<file path="config.mk">
export PLATFORM = sky130hd
export DESIGN_NAME = ejtag_data_shifter
export DESIGN_NICKNAME = d
export VERILOG_FILES = /design/src/rtl/ejtag_data_shifter.sv
export SDC_FILE = /design/constraint.sdc
export NUM_CORES = 1
export LEC_CHECK = 0
export ABC_AREA = 1
export ABC_CLOCK_PERIOD_IN_PS = 1820
export CAP_MARGIN = 20
export CORE_MARGIN = 1.5
export CORE_UTILIZATION = 35
export CTS_BUF_LIST = sky130_fd_sc_hd__clkbuf_4
export DETAILED_ROUTE_END_ITERATION = 8
export PLACE_DENSITY_LB_ADDON = 0.08
export SYNTH_ARGS = -nofsm -noshare
export SYNTH_HDL_FRONTEND = slang
export SYNTH_SLANG_ARGS = --single-unit
</file>
<file path="constraint.sdc">
create_clock -name CORE_CLOCK -period 1.82 [get_ports CORE_CLOCK]
set_clock_uncertainty 0.05 [all_clocks]
set_input_delay 0.182 -clock CORE_CLOCK [delete_from_list [all_inputs] [get_ports CORE_CLOCK]]
set_output_delay 0.182 -clock CORE_CLOCK [all_outputs]
set_load 0.02 [all_outputs]
</file>
<file path="src/rtl/ejtag_data_shifter.sv">
// EJTAG data-register shift stage.
// Captures the data-out mux readback word, shifts it out LSB-first on TDO
// while shifting TDI in, and hands the shifted-in word to the write path
// on an Update-DR strobe. All TAP events are single-cycle strobes already
// synchronised to CORE_CLOCK.
//
// state   | meaning
// --------+-----------------------------------------------------------
// IDLE    | no scan in progress; shift/update strobes are protocol errors
// CAPWAIT | waiting out the data-out mux latency before sampling EJDO_DATA
// SHIFT   | shift register loaded; accepting shift and update strobes
module ejtag_data_shifter #(
  parameter int WIDTH         = 32,
  parameter int CAPTURE_DELAY = 1
) (
  input  logic             CORE_CLOCK,
  input  logic             RESET_D1_R_N,
  input  logic [WIDTH-1:0] EJDO_DATA,
  input  logic             EJTS_CAPTURE,
  input  logic             EJTS_SHIFT,
  input  logic             EJTS_UPDATE,
  input  logic             EJTS_TDI,
  input  logic             EJTS_BYPASS,
  output logic             EJSH_TDO,
  output logic [WIDTH-1:0] EJSH_DATA,
  output logic             EJSH_UPDATE,
  output logic             EJSH_BUSY,
  output logic             EJSH_ERR,
  output logic [5:0]       EJSH_COUNT
);

  typedef enum logic [1:0] {
    ST_IDLE    = 2'd0,
    ST_CAPWAIT = 2'd1,
    ST_SHIFT   = 2'd2
  } state_e;

  localparam logic [1:0] DLY      = 2'(CAPTURE_DELAY);
  localparam logic [5:0] CNT_MAX  = 6'd63;
  localparam logic [5:0] CNT_FULL = 6'(WIDTH);

  state_e           state_q;
  logic [WIDTH-1:0] sr_q;
  logic [WIDTH-1:0] data_q;
  logic             byp_q;
  logic [5:0]       count_q;
  logic [1:0]       wait_q;
  logic             upd_q;
  logic             err_q;

  logic cap_acc;
  logic upd_acc;
  logic sft_acc;
  logic multi;

  // Strobe arbitration: capture beats update beats shift; losers are dropped.
  always_comb begin
    cap_acc = EJTS_CAPTURE;
    upd_acc = EJTS_UPDATE & ~EJTS_CAPTURE;
    sft_acc = EJTS_SHIFT & ~EJTS_CAPTURE & ~EJTS_UPDATE;
    multi   = (EJTS_CAPTURE & EJTS_UPDATE) |
              (EJTS_CAPTURE & EJTS_SHIFT)  |
              (EJTS_UPDATE  & EJTS_SHIFT);
  end

  // Scan FSM, shift register, update word and status flags.
  always_ff @(posedge CORE_CLOCK) begin
    if (!RESET_D1_R_N) begin
      state_q <= ST_IDLE;
      sr_q    <= '0;
      data_q  <= '0;
      byp_q   <= 1'b0;
      count_q <= '0;
      wait_q  <= '0;
      upd_q   <= 1'b0;
      err_q   <= 1'b0;
    end else begin
      upd_q <= 1'b0;
      if (cap_acc) begin
        byp_q   <= EJTS_BYPASS;
        count_q <= '0;
        if (DLY == 2'd0) begin
          // No mux latency to cover: load in the strobe cycle itself.
          sr_q    <= EJTS_BYPASS ? '0 : EJDO_DATA;
          err_q   <= 1'b0;
          state_q <= ST_SHIFT;
        end else begin
          wait_q  <= DLY;
          state_q <= ST_CAPWAIT;
        end
      end else begin
        case (state_q)
          ST_CAPWAIT: begin
            if (wait_q == 2'd1) begin
              sr_q    <= byp_q ? '0 : EJDO_DATA;
              err_q   <= 1'b0;
              wait_q  <= '0;
              state_q <= ST_SHIFT;
            end else begin
              wait_q <= wait_q - 2'd1;
            end
            // A strobe landing on the load edge still counts as an error,
            // so it must win over the clear above.
            if (upd_acc || sft_acc) err_q <= 1'b1;
          end
          ST_SHIFT: begin
            if (upd_acc) begin
              if (!byp_q) begin
                data_q <= sr_q;
                upd_q  <= 1'b1;
                if (count_q != CNT_FULL) err_q <= 1'b1;
              end
              state_q <= ST_IDLE;
            end else if (sft_acc) begin
              if (byp_q) sr_q[0] <= EJTS_TDI;
              else       sr_q    <= {EJTS_TDI, sr_q[WIDTH-1:1]};
              if (count_q != CNT_MAX) count_q <= count_q + 6'd1;
            end
          end
          default: begin
            if (upd_acc || sft_acc) err_q <= 1'b1;
          end
        endcase
      end
      // Collisions flag an error regardless of which strobe was taken.
      if (multi) err_q <= 1'b1;
    end
  end

  assign EJSH_TDO    = sr_q[0];
  assign EJSH_DATA   = data_q;
  assign EJSH_UPDATE = upd_q;
  assign EJSH_BUSY   = (state_q == ST_CAPWAIT);
  assign EJSH_ERR    = err_q;
  assign EJSH_COUNT  = count_q;

`ifndef SYNTHESIS
  // Report strobe collisions from the TAP synchroniser.
  always @(posedge CORE_CLOCK) begin
    if (RESET_D1_R_N && multi)
      $warning("ejtag_data_shifter: multiple TAP strobes in one cycle");
  end

  if (CAPTURE_DELAY > 3) begin : g_bad_delay
    // Flag an out-of-range capture delay as soon as the clock runs.
    always @(posedge CORE_CLOCK) begin
      $error("ejtag_data_shifter: CAPTURE_DELAY=%0d exceeds 3", CAPTURE_DELAY);
    end
  end
`endif

endmodule

</file>
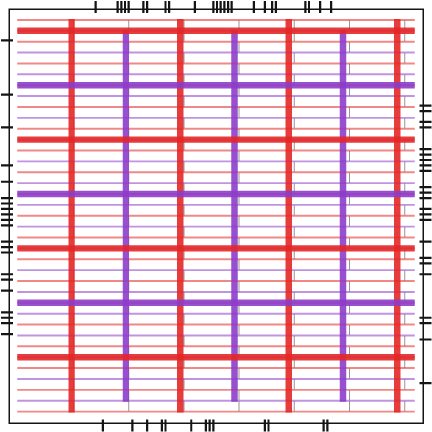
(supply network)
Scale: 4 px per um. Pins as bars on the die edge. Tap cells in grey.
- VSS: red
- VDD: purple
- tap cells: 133
- rows: 36
- met4 straps: 7
Max IR drop VDD: 0.3912 mV
Die Ht: 103.1 um
area of the core: 9729 sq um
Chip Width: 103.1 um

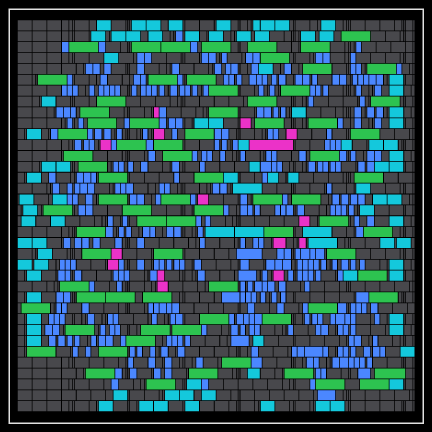
(placed cells, one colour a class)
Scale: 4 px per um. Fill, decap, tap and diode cells in grey.
- remaining buffers and delay cells: cyan (cells 92)
- combinational and other logic: blue (cells 399)
- sequential cells: green (cells 77)
- clock drivers and dummy loads: magenta (cells 15)
Seq/total area: 33.80%
final instance area: 4564 sq um
Final Util: 46.91%
std cell rows: 36

==> out/qor.yml <==
top_logic_kind: "simple AND/OR/NAND/NOR gates"
clk-power_mw: 1.01
grt_remaining_overflow: 0
grt_setup_unrepaired: "yes"
internal_power_mw: 2.432
port_buffers: 80
dieArea_sq_um: 10630
status: "completed"
switchingPower_mw: 0.9385
ys_cells: 506
comb.multi_input.count: 344
synth.top_cell.area_share_pct: 43.94
nClkBuffers: 10
comb_area_sq_um: 1569
lay_top_cells: "96 x nand2_1, 83 x nor2_1, 78 x clkdlybuf4s50_1"
warnings: 29
power.total_mw: 3.371
met2WireLength_um: 3724
startpoint_type: "flop"
hold_buffers: 1
cts_resized: 2
synth_cell_types: 24
gp_congestion: 0.8348
top_power_group: "registers"
grt_pass1_vias: 3054
ff_count: 77
p_per_area_nw_per_um2: 738.4
setup-tns-final_ps: 0
max_freq_mhz: 580.8
top_layer: "met4"
cts_inserted_buffers: 9
root_buffer: "clkbuf_4"
fin_ws_ps: 98.20
clk_share_pct: 2.796
top_area_cell: "dfxtp_1"
use_met3_pct: 4.542
fin_cells: 716
rrSetupSlack_ps: 170
maxSlewHeadroom_pct: 68.76
vias: 3285
fin_crit_ps: 1722
antenna_left: 0
cp-endpoint: "EJSH_COUNT[3]"
cts_sinks: 77
clk_path_buf_depth: 2
synthMuxAreaShare_pct: 0
slowest_stage: "clkdlybuf4s50_1"
setup_violations: 0
p_leak_nw: 2.029
drt-wirelength-per-cell_um: 11.84
grt_pass1_wl_um: 14350
sh_comb_area_pct: 34.37
buf_share_pct: 20.81
largest_class: "multi-input combinational cells"
pwr-share-comb_pct: 16.7
pg_comb_mw: 0.563
wl_met1_um: 4204
cp-startpoint: "EJSH_COUNT[3]$_SDFFE_PP0P_"
synthFlopType: "dfxtp_1"
area_leaders: "dfxtp_1 44%, nand2_1 10%, nor2_1 8.9%, a21oi_1 5.7%, nand3_1 5.7%"
buffers: 92
path_depth: 1
grt_max_degree: 48
required_ps: 1590
layout.non_clock_inverters: 55
yosys-stat-area_sq_um: 3508
path_max_fanout: 7
synth_area_sq_um: 3508
edf_count: 0
whs_path_depth: 3
nWellTaps: 133
path_class: "reg2out"
synthAdderAreaFrac_pct: 1.783
async_flop_share_pct: 0
worstHoldEndpoint: "byp_q$_SDFFE_PN0P_"
synthCells: 506
ys_sh_aoi_pct: 15.69
Power figures rest on the tool's default switching activity, not on a simulated workload.
